**Run 1: metal 3**

Drawn at 8 px/um.
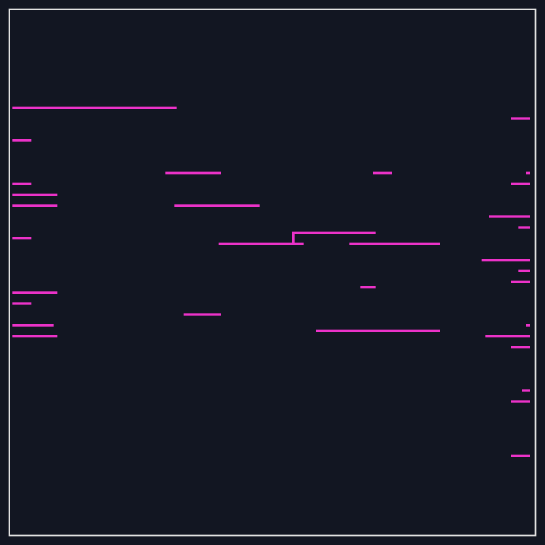
**Run 1: drive-strength map**

Drawn at 8 px/um.
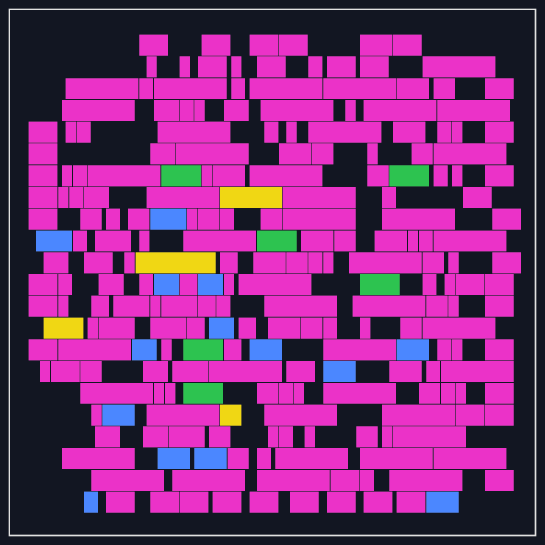
**Run 1: sequential cells grouped by signal name**

Drawn at 6 px/um. Other sequential cells in the stronger grey, the rest of the logic in the fainter grey.
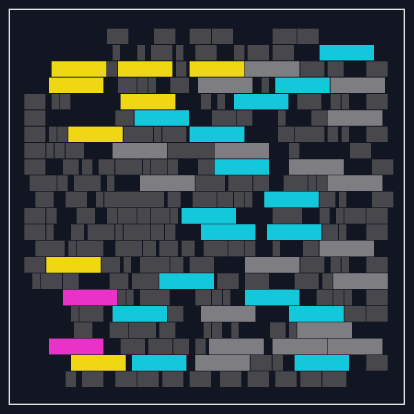
## config.mk

```make
export PLATFORM = sky130hd
export DESIGN_NAME = rom_fetch_unit_flat
export DESIGN_NICKNAME = d
export VERILOG_FILES = /design/src/rtl/rom_fetch_unit_pkg.sv /design/src/rtl/rom_fetch_unit_if.sv /design/src/rtl/rom_fetch_unit_fetch_buffer.sv /design/src/rtl/rom_fetch_unit.sv /design/src/flat_wrapper.sv
export SDC_FILE = /design/constraint.sdc
export NUM_CORES = 1
export LEC_CHECK = 0
export ABC_AREA = 0
export CAP_MARGIN = 20
export CORE_MARGIN = 1.5
export CORE_UTILIZATION = 54
export DETAILED_ROUTE_END_ITERATION = 8
export PLACE_DENSITY = 0.84
export SLEW_MARGIN = 20
export SYNTH_ARGS = -nofsm -noshare
export SYNTH_HDL_FRONTEND = slang
export SYNTH_SLANG_ARGS = --single-unit
```

## constraint.sdc

```tcl
create_clock -name clk -period 4.5 [get_ports clk]
set_input_delay 0.675 -clock clk [delete_from_list [all_inputs] [get_ports clk]]
set_output_delay 0.675 -clock clk [all_outputs]
set_load 0.01 [all_outputs]
```

## src/rtl/rom_fetch_unit_pkg.sv

```systemverilog
// rtl/rom_fetch_unit_pkg.sv - shared widths, buffer depth and FSM encoding for the ROM fetch unit
package rom_fetch_unit_pkg;

    localparam int ADDR_W_DEF      = 8;
    localparam int DATA_W_DEF      = 8;
    localparam int FETCH_BUF_DEPTH = 2;

    typedef enum logic {
        ST_WAIT = 1'b0,
        ST_HOLD = 1'b1
    } fetch_state_e;

endpackage

```

## src/rtl/rom_fetch_unit_if.sv

```systemverilog
// rtl/rom_fetch_unit_if.sv - valid/ready word stream carrying {addr, data} pairs to the consumer
interface rom_fetch_unit_if
    import rom_fetch_unit_pkg::*;
#(
    parameter int ADDR_W = ADDR_W_DEF,
    parameter int DATA_W = DATA_W_DEF
) ();

    logic              out_valid;
    logic              out_ready;
    logic [ADDR_W-1:0] out_addr;
    logic [DATA_W-1:0] out_data;

    modport master (
        output out_valid,
        output out_addr,
        output out_data,
        input  out_ready
    );

    modport slave (
        input  out_valid,
        input  out_addr,
        input  out_data,
        output out_ready
    );

endinterface

```

## src/rtl/rom_fetch_unit_fetch_buffer.sv

```systemverilog
// rtl/rom_fetch_unit_fetch_buffer.sv - 2-entry FIFO with registered head, flushable in one cycle
module fetch_buffer
    import rom_fetch_unit_pkg::*;
#(
    parameter int WIDTH = ADDR_W_DEF + DATA_W_DEF,
    parameter int CNT_W = $clog2(FETCH_BUF_DEPTH + 1)
) (
    input  logic             clk,
    input  logic             rst_n,
    input  logic             push,
    input  logic             pop,
    input  logic             flush,
    input  logic [WIDTH-1:0] din,
    output logic [CNT_W-1:0] count,
    output logic [WIDTH-1:0] head
);

    logic [WIDTH-1:0] tail;
    logic             do_pop;

    assign do_pop = pop && (count != CNT_W'(0));

    // head is the output register itself, so a push into an empty buffer is visible next cycle
    always_ff @(posedge clk or negedge rst_n) begin
        if (!rst_n) begin
            count <= CNT_W'(0);
            head  <= '0;
            tail  <= '0;
        end else if (flush) begin
            count <= CNT_W'(0);
        end else begin
            case ({push, do_pop})
                2'b10: begin
                    if (count == CNT_W'(0)) head <= din;
                    else                    tail <= din;
                    count <= count + CNT_W'(1);
                end
                2'b01: begin
                    head  <= tail;
                    count <= count - CNT_W'(1);
                end
                2'b11: begin
                    if (count == CNT_W'(1)) begin
                        head <= din;
                    end else begin
                        head <= tail;
                        tail <= din;
                    end
                end
                default: ;
            endcase
        end
    end

endmodule

```

## src/rtl/rom_fetch_unit.sv

```systemverilog
// rtl/rom_fetch_unit.sv - PC sequencer for an asynchronous ROM with timed capture and jump redirect
module rom_fetch_unit
    import rom_fetch_unit_pkg::*;
#(
    parameter int                ADDR_W      = ADDR_W_DEF,
    parameter int                DATA_W      = DATA_W_DEF,
    parameter int                WAIT_CYCLES = 2,
    parameter logic [ADDR_W-1:0] RESET_PC    = '0
) (
    input  logic              clk,
    input  logic              rst_n,
    output logic [ADDR_W-1:0] rom_addr,
    input  logic [DATA_W-1:0] rom_data,
    input  logic              jump_valid,
    input  logic [ADDR_W-1:0] jump_addr,
    rom_fetch_unit_if.master  out_if
);

    localparam int               CNT_W    = (WAIT_CYCLES > 1) ? $clog2(WAIT_CYCLES) : 1;
    localparam int               BUF_W    = $clog2(FETCH_BUF_DEPTH + 1);
    localparam logic [CNT_W-1:0] LAST_CNT = CNT_W'(WAIT_CYCLES - 1);

    fetch_state_e              state, state_nxt;
    logic [ADDR_W-1:0]         pc, pc_nxt;
    logic [CNT_W-1:0]          wait_cnt, wait_cnt_nxt;
    logic [BUF_W-1:0]          buf_count;
    logic [ADDR_W+DATA_W-1:0]  head;
    logic                      pop, space, push, flush;

    assign rom_addr         = pc;
    assign out_if.out_valid = (buf_count != BUF_W'(0));
    assign out_if.out_addr  = head[ADDR_W+DATA_W-1:DATA_W];
    assign out_if.out_data  = head[DATA_W-1:0];

    // A pop at the same edge frees a slot, so a full buffer can still accept a capture
    assign pop   = out_if.out_valid && out_if.out_ready;
    assign space = (buf_count < BUF_W'(FETCH_BUF_DEPTH)) || pop;

    always_comb begin
        state_nxt    = state;
        pc_nxt       = pc;
        wait_cnt_nxt = wait_cnt;
        push         = 1'b0;
        flush        = 1'b0;
        if (jump_valid) begin
            flush        = 1'b1;
            pc_nxt       = jump_addr;
            wait_cnt_nxt = CNT_W'(0);
            state_nxt    = ST_WAIT;
        end else begin
            case (state)
                ST_WAIT: begin
                    if (wait_cnt == LAST_CNT) begin
                        if (space) begin
                            push         = 1'b1;
                            pc_nxt       = pc + ADDR_W'(1);
                            wait_cnt_nxt = CNT_W'(0);
                        end else begin
                            state_nxt = ST_HOLD;
                        end
                    end else begin
                        wait_cnt_nxt = wait_cnt + CNT_W'(1);
                    end
                end
                ST_HOLD: begin
                    // rom_addr has not moved, so rom_data is still the settled word
                    if (space) begin
                        push         = 1'b1;
                        pc_nxt       = pc + ADDR_W'(1);
                        wait_cnt_nxt = CNT_W'(0);
                        state_nxt    = ST_WAIT;
                    end
                end
                default: state_nxt = ST_WAIT;
            endcase
        end
    end

    always_ff @(posedge clk or negedge rst_n) begin
        if (!rst_n) begin
            state    <= ST_WAIT;
            pc       <= RESET_PC;
            wait_cnt <= CNT_W'(0);
        end else begin
            state    <= state_nxt;
            pc       <= pc_nxt;
            wait_cnt <= wait_cnt_nxt;
        end
    end

    fetch_buffer #(
        .WIDTH (ADDR_W + DATA_W),
        .CNT_W (BUF_W)
    ) u_buf (
        .clk   (clk),
        .rst_n (rst_n),
        .push  (push),
        .pop   (pop),
        .flush (flush),
        .din   ({pc, rom_data}),
        .count (buf_count),
        .head  (head)
    );

endmodule
```

## src/flat_wrapper.sv

```systemverilog
// flat-port wrapper written by rule: the top's interface ports become plain ports
module rom_fetch_unit_flat import rom_fetch_unit_pkg::*;
#(
    parameter int                ADDR_W      = ADDR_W_DEF,
    parameter int                DATA_W      = DATA_W_DEF,
    parameter int                WAIT_CYCLES = 2,
    parameter logic [ADDR_W-1:0] RESET_PC    = '0
)
  (clk, rst_n, rom_addr, rom_data, jump_valid, jump_addr, out_if_out_valid, out_if_out_addr, out_if_out_data, out_if_out_ready);
  rom_fetch_unit_if #(.ADDR_W(ADDR_W), .DATA_W(DATA_W)) out_if_i ();
  input  logic clk;
  input  logic rst_n;
  output logic [ADDR_W-1:0] rom_addr;
  input  logic [DATA_W-1:0] rom_data;
  input  logic jump_valid;
  input  logic [ADDR_W-1:0] jump_addr;
  output wire logic [$bits(out_if_i.out_valid)-1:0] out_if_out_valid;
  output wire logic [$bits(out_if_i.out_addr)-1:0] out_if_out_addr;
  output wire logic [$bits(out_if_i.out_data)-1:0] out_if_out_data;
  input wire logic [$bits(out_if_i.out_ready)-1:0] out_if_out_ready;
  assign out_if_out_valid = out_if_i.out_valid;
  assign out_if_out_addr = out_if_i.out_addr;
  assign out_if_out_data = out_if_i.out_data;
  assign out_if_i.out_ready = out_if_out_ready;
  rom_fetch_unit #(.ADDR_W(ADDR_W), .DATA_W(DATA_W), .WAIT_CYCLES(WAIT_CYCLES), .RESET_PC(RESET_PC)) u_core (.clk(clk), .rst_n(rst_n), .rom_addr(rom_addr), .rom_data(rom_data), .jump_valid(jump_valid), .jump_addr(jump_addr), .out_if(out_if_i));
endmodule
```

==> flow_summary.ini, run 1 <==
; flow metrics
[clocking]
root_buffer = clkbuf_8
clk_latency_ns = 0.29
cts_sinks = 44
htreeDepth = 2
cts_max_path_buffers = 2
clk_pin_slew_worst_paths_ns = 0.08
ctsResizeCount = 0
cts_made_buffers = 5
tritoncts = done

[floorplanning]
die_width_um = 65.60
design.core.area_mm2 = 0.003716
die_h_um = 65.60
num_io_pins = 45
die_area_mm2 = 0.004303

[timing]
period_used_share = 0.7192
tightest_slew_ns = 0.9699
fin_setup_tns_ns = 0
fmax_ghz = 0.3090
setup_viol = 0
fin_worst_skew_ns = 0.003330
hold_viol = 0
rsz0062_at_grt = false
min_period_ns = 3.236

[power]
comb_power_uw = 589
irDropWorstVdd_mv = 0.3235
internal_power_uw = 988.7
clockNetworkPower_uw = 251
pwr-share-seq = 0.441
power_leader = registers
pwr-share-clk = 0.167
leakage_nw = 1.139
p_seq_uw = 662
power_mw = 1.502

[synthesis]
edf_count = 0
topCellsByArea = dfrtp_1 52%, a22oi_1 5.7%, mux2_1 5.3%
top_area_frac = 0.5204
top_cells_by_count = 44 x dfrtp_1, 24 x nand2_1, 21 x o21ai_1, 16 x a22oi_1, 10 x mux2_1
syn_area_per_cell_um2 = 11.25
synth_area_mm2 = 0.002116
ys.warnings.count = 0
postSynthSeqShare = 0.5204

[setup_path]
critPathMaxFanout = 32
crit_path_start = u_core.u_buf.count[1]
crit_type = reg2reg
reg2reg_depth = 11
endpoint = u_core.u_buf.head[0]
critPathCaptureType = flip-flop
required_ns = 4.71
cp-start-kind = flip-flop
timing.rr.end = u_core.u_buf.head[0]

[global_routing]
grt_start_max_net_pins = 45
overflow = 0
antenna_found_initial = 0
track_usage = 0.2099

[route]
ant_nets = 0
wl_per_cell_um = 14.81
first_pass_iters = 4

[cells_and_area]
nets = 256
fin_util = 0.7131
seq_area_mm2 = 0.001101
n_antenna_cell = 0
area_growth_pct = 25.25
fillers = 283

[placement]
placed_area_mm2 = 0.002560
hpwl_um = 2809

[flow_run]
tool_warnings = 30
drv_cap = 0

[run_status]
status = finished clean

[min_path]
holdPathStages = 2
-- 'metal 3' (at the start) --
wire length on this layer: 159 um
share of all routed wire: 3.9%
met3 Use GR: 0.04110
final WL: 4117 um
routed via count: 1543

-- 'drive-strength map' (at the start) --
| size | colour | cells | share |
|---|---|---|---|
| _6 and larger | green | 6 | 2.6% |
| _2 cells | blue | 14 | 6.1% |
| _3 and _4 cells | yellow | 4 | 1.7% |
| _0 and _1 cells | magenta | 206 | 90% |

-- 'sequential cells grouped by signal name' (at the start) --
| signal | colour | placed flops |
|---|---|---|
| u_core.rom_addr | yellow | 8 |
| u_core.u_buf.count | magenta | 2 |
| u_core.u_buf.tail | cyan | 16 |

run 1: cell type report:
| type | count | share of cell area |
|---|---|---|
| clock buffers | 8 | 0.03399 |
| repair buffers | 45 | 0.1671 |
| flip-flops and latches | 44 | 0.4155 |
| well taps | 48 | 0.02266 |
| multi-input cells | 126 | 0.3508 |
| inverters | 7 | 0.009915 |
run 1: through the flow:
| step | cells | worst slack (ns) |
|---|---|---|
| final | 278 | 1.264 |
| after CTS | 278 | 1.263 |
| after floorplan | 188 | 1.900 |
| after global routing | 278 | 0.9174 |
| after global placement | 270 | 1.304 |
| after detailed placement | 270 | 1.212 |
run 1: registers in the layout, summed over array words and instances (netlist names):
register and cells:
u_core.u_buf.count 2, u_core.u_buf.head 16, u_core.state 1, u_core.wait_cnt 1, u_core.rom_addr 8, u_core.u_buf.tail 16
run 1: cells by family (layout without fill, tap and decap cells):
family,Yosys count,count (layout),synth area share
compound gates,54,54,0.1845
xor+xnor,9,9,0.03726
fa+ha+maj,7,7,0.04139
buf+inv,18,60,0.04021
flops,44,44,0.5204
mux,18,18,0.09521
simple gates,38,38,0.08102
run 1: metal layers:
layer | global-route usage | share of wire | vias up
met5 | 0 | 0 | -
met4 | 0.05469 | 0.011 | 0
met3 | 0.04110 | 0.039 | 8
met2 | 0.3482 | 0.48 | 34
met1 | 0.2834 | 0.47 | 754
li1 | - | - | 747
run 1: worst max-delay path, delay by kind of cell, from the launching register on:
family | cells | cell delay [ns]
flops | 1 | 0.62
simple gates | 5 | 1.48
buf+inv | 2 | 0.25
fa+ha+maj | 2 | 0.42
compound gates | 2 | 0.37
==> run 2: changes to the inputs <==
- CORE_UTILIZATION: 54 -> 45
- PLACE_DENSITY: 0.84 -> 0.75
- clock period: 4.5 -> 2.7 ns (I/O delays scaled with it)
**Run 2: sequential cells grouped by signal name**

Drawn at 4 px/um. Other sequential cells in the stronger grey, the rest of the logic in the fainter grey.
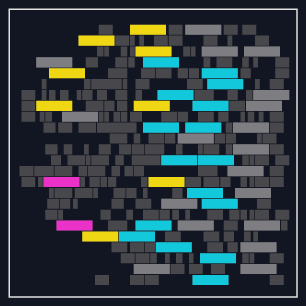
| signal | colour | placed flops |
|---|---|---|
| u_core.u_buf.tail | cyan | 16 |
| u_core.u_buf.count | magenta | 2 |
| u_core.rom_addr | yellow | 8 |
not coloured: 18

**Run 2: drive-strength map**

Drawn at 6 px/um.
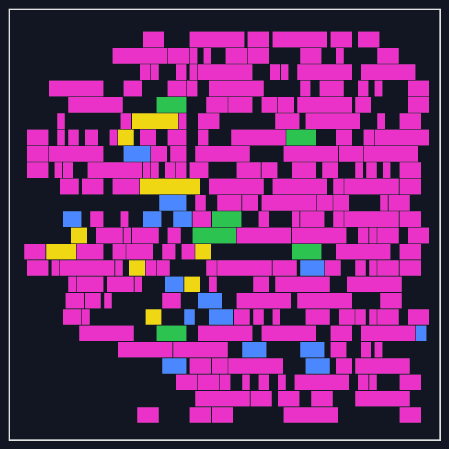
| size | colour | cells | share |
|---|---|---|---|
| _3 and _4 cells | yellow | 9 | 3.8% |
| _0 and _1 cells | magenta | 205 | 87% |
| _2 cells | blue | 15 | 6.4% |
| _6 and larger | green | 6 | 2.6% |
Design Area, Final: 0.002700 mm^2
Repair and plain buffers: 51
setup slack after layout: 0.3739 ns

==> run 2 against run 1 <==
Against the previous run:
- the run now ends with design-rule violations left
- clock-buffer cell count shrank 2
- cell count grew 3.2%
- sequential power grew 63%
- critical endpoint is now u_core.u_buf.tail[14]
- largest cell class unchanged
==> flow_summary.ini, run 2 <==
; flow metrics
[global_routing]
use_met1 = 0.2232
track_usage = 0.1767
antenna_found_initial = 0
grt-busiest-layer = met2
grt_pass1_vias = 1471
grt_pass1_wl_um = 7024
grt_start_max_net_pins = 45
use_met2 = 0.2991
grtUsageMet3 = 0.04501
overflow = 0

[floorplanning]
initCoreUtil = 0.4761
die_area_mm2 = 0.005122
num_io_pins = 45
die_h_um = 71.57
rows = 24
design.core.area_mm2 = 0.004444
die_width_um = 71.57

[power]
pwr-share-clk = 0.152
power_leader = registers
pwr-share-seq = 0.434
p_sw_uw = 838.1
clockNetworkPower_uw = 377
comb_power_mw = 1.03
powerDensity_mw_per_mm2 = 919.9
p_comb_frac = 0.414
swShare = 0.3374
internal_power_mw = 1.646
irDropWorstVdd_mv = 0.4218
leakage_nw = 1.169
power_mw = 2.484
p_seq_mw = 1.08

[synthesis]
yosysMostFrequentCell = dfrtp_1
synth_area_mm2 = 0.002116
syn_area_per_cell_um2 = 11.25
synth_cells = 188
synthArstFlopShare = 1.000
postSynthSeqShare = 0.5204
top_area_frac = 0.5204
yosys.area.top_type = dfrtp_1
edf_count = 0
synth_top_flop_cell = dfrtp_1
ys_cells = 188
mux_share = 0.09521
compound_area_frac = 0.1845
topCellsByArea = dfrtp_1 52%, a22oi_1 5.7%, mux2_1 5.3%
fa_ha_area_frac = 0.04140
syn_nets = 215
top_cells_by_count = 44 x dfrtp_1, 24 x nand2_1, 21 x o21ai_1, 16 x a22oi_1, 10 x mux2_1
ys.warnings.count = 0
synth_flops = 44
logic_family = AND-OR/OR-AND gates
yosysUniqueCellTypes = 32
ys_sh_simple = 0.08102
xor_area_frac = 0.03726

[clocking]
cts_made_buffers = 5
cts_setup_buffers = 0
tritoncts = done
cts_sinks = 44
cts_max_path_buffers = 2
clk_latency_ns = 0.29
root_buffer = clkbuf_8
cts_hold_buf = 0
ctsResizeCount = 0
htreeDepth = 2
clk_pin_slew_worst_paths_ns = 0.07

[cells_and_area]
seq_area_mm2 = 0.001101
drive_gt1_frac = 0.1277
nets = 262
fillers = 386
n_antenna_cell = 0
layout_top_cell = dfrtp_1
area_growth_pct = 27.62
logic_area_um2 = 929.6
lay_top_cells = 44 x dfrtp_1, 43 x clkdlybuf4s50_1, 24 x nand2_1
stdcell_count = 287

[route]
wl_met1_um = 1821
drt-initial-drc-count = 130
drc = 3
vias = 1528
wl_met3_um = 205
top_layer_used = met4
wl_per_cell_um = 14.26
ant_nets = 0
first_pass_iters = 9
met2_length_um = 2013
drt_wl_total_um = 4093
viasPerCell = 5.324

[placement]
place.gp.congestion = 0.8055
hpwl_um = 2843
port_buffers = 44
dpl.cell_count = 280

[timing]
hold_viol = 0
min_period_ns = 2.326
fin_hold_ws_ns = 0.2637
fin_worst_skew_ns = 0.006012
fin_setup_tns_ns = 0
tightest_slew_ns = 0.9634
rsz0062_at_grt = false
final_max_slew_viol_count = 0
fmax_ghz = 0.4299
max-slew-margin-rel = 0.3577
period_used_share = 0.8615
setup_viol = 0

[setup_path]
slowest_delay_ns = 0.39
cp-start-kind = flip-flop
path_buffers = 3
crit_type = reg2reg
cp.arrival_ns = 2.50
critPathCaptureType = flip-flop
critPathMaxFanout = 16
required_ns = 2.87
cp_top_family = simple AND/OR/NAND/NOR gates

[min_path]
hp-class = in2async

[run_status]
violations = design-rule violations
status = finished with violations

[flow_run]
tool_warnings = 30
drv_cap = 0
**Run 2: metal 3**

Drawn at 6 px/um.
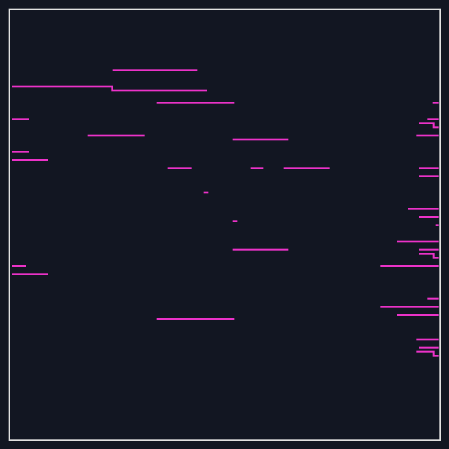
nets with wire on the layer: 31
wire length on this layer: 206 um

==> run 2: cell types whose count changed in the layout (fill, tap and decap cells not counted), sizes merged <==
cell | before | now
buf | 2 | 8
clkbuf | 8 | 6
clkinv | 0 | 1
==> run 2: stage by stage <==
step | setup slack [ns] | utilization | instance area, um^2
6_report | 0.3739 | 0.6075 | 2700
5_1_grt | 0.1666 | 0.6075 | 2700
4_1_cts | 0.3571 | 0.6075 | 2700
3_5_place_dp | 0.2156 | 0.5901 | 2623
3_3_place_gp | 0.2984 | 0.5901 | 2623
2_1_floorplan | 0.09962 | - | 2116
==> run 2: kinds of logic after synthesis <==
logic type / count (synthesis)
xor+xnor: 9
simple gates: 38
buf+inv: 18
fa+ha+maj: 7
flops: 44
compound gates: 54
mux: 18
==> run 2: path summary, 6_finish.rpt <==
kind	startpoint	end	slack [ns]	cells past startpoint
max reg2reg	u_core.u_buf.count[0]	u_core.u_buf.tail[14]	0.37	11
min	rst_n	u_core.u_buf.head[3]	0.26	1
max	u_core.u_buf.count[0]	u_core.u_buf.tail[14]	0.37	11
min in group clk	u_core.u_buf.head[9]	u_core.u_buf.head[9]	0.49	2
min reg2reg	u_core.u_buf.head[9]	u_core.u_buf.head[9]	0.49	2
max in group asynchronous	rst_n	u_core.u_buf.tail[15]	1.84	1
==> run 2: cell type report <==
| cell class | count | area share |
|---|---|---|
| Inverter | 7 | 0.009731 |
| Timing Repair Buffer | 51 | 0.1854 |
| Sequential cell | 44 | 0.4078 |
| Tap cell | 52 | 0.02410 |
| Multi-Input combinational cell | 126 | 0.3443 |
| Clock inverter | 1 | 0.001854 |
| Clock buffer | 6 | 0.02688 |
No activity file was given, so power comes from the tool's default toggle rates.
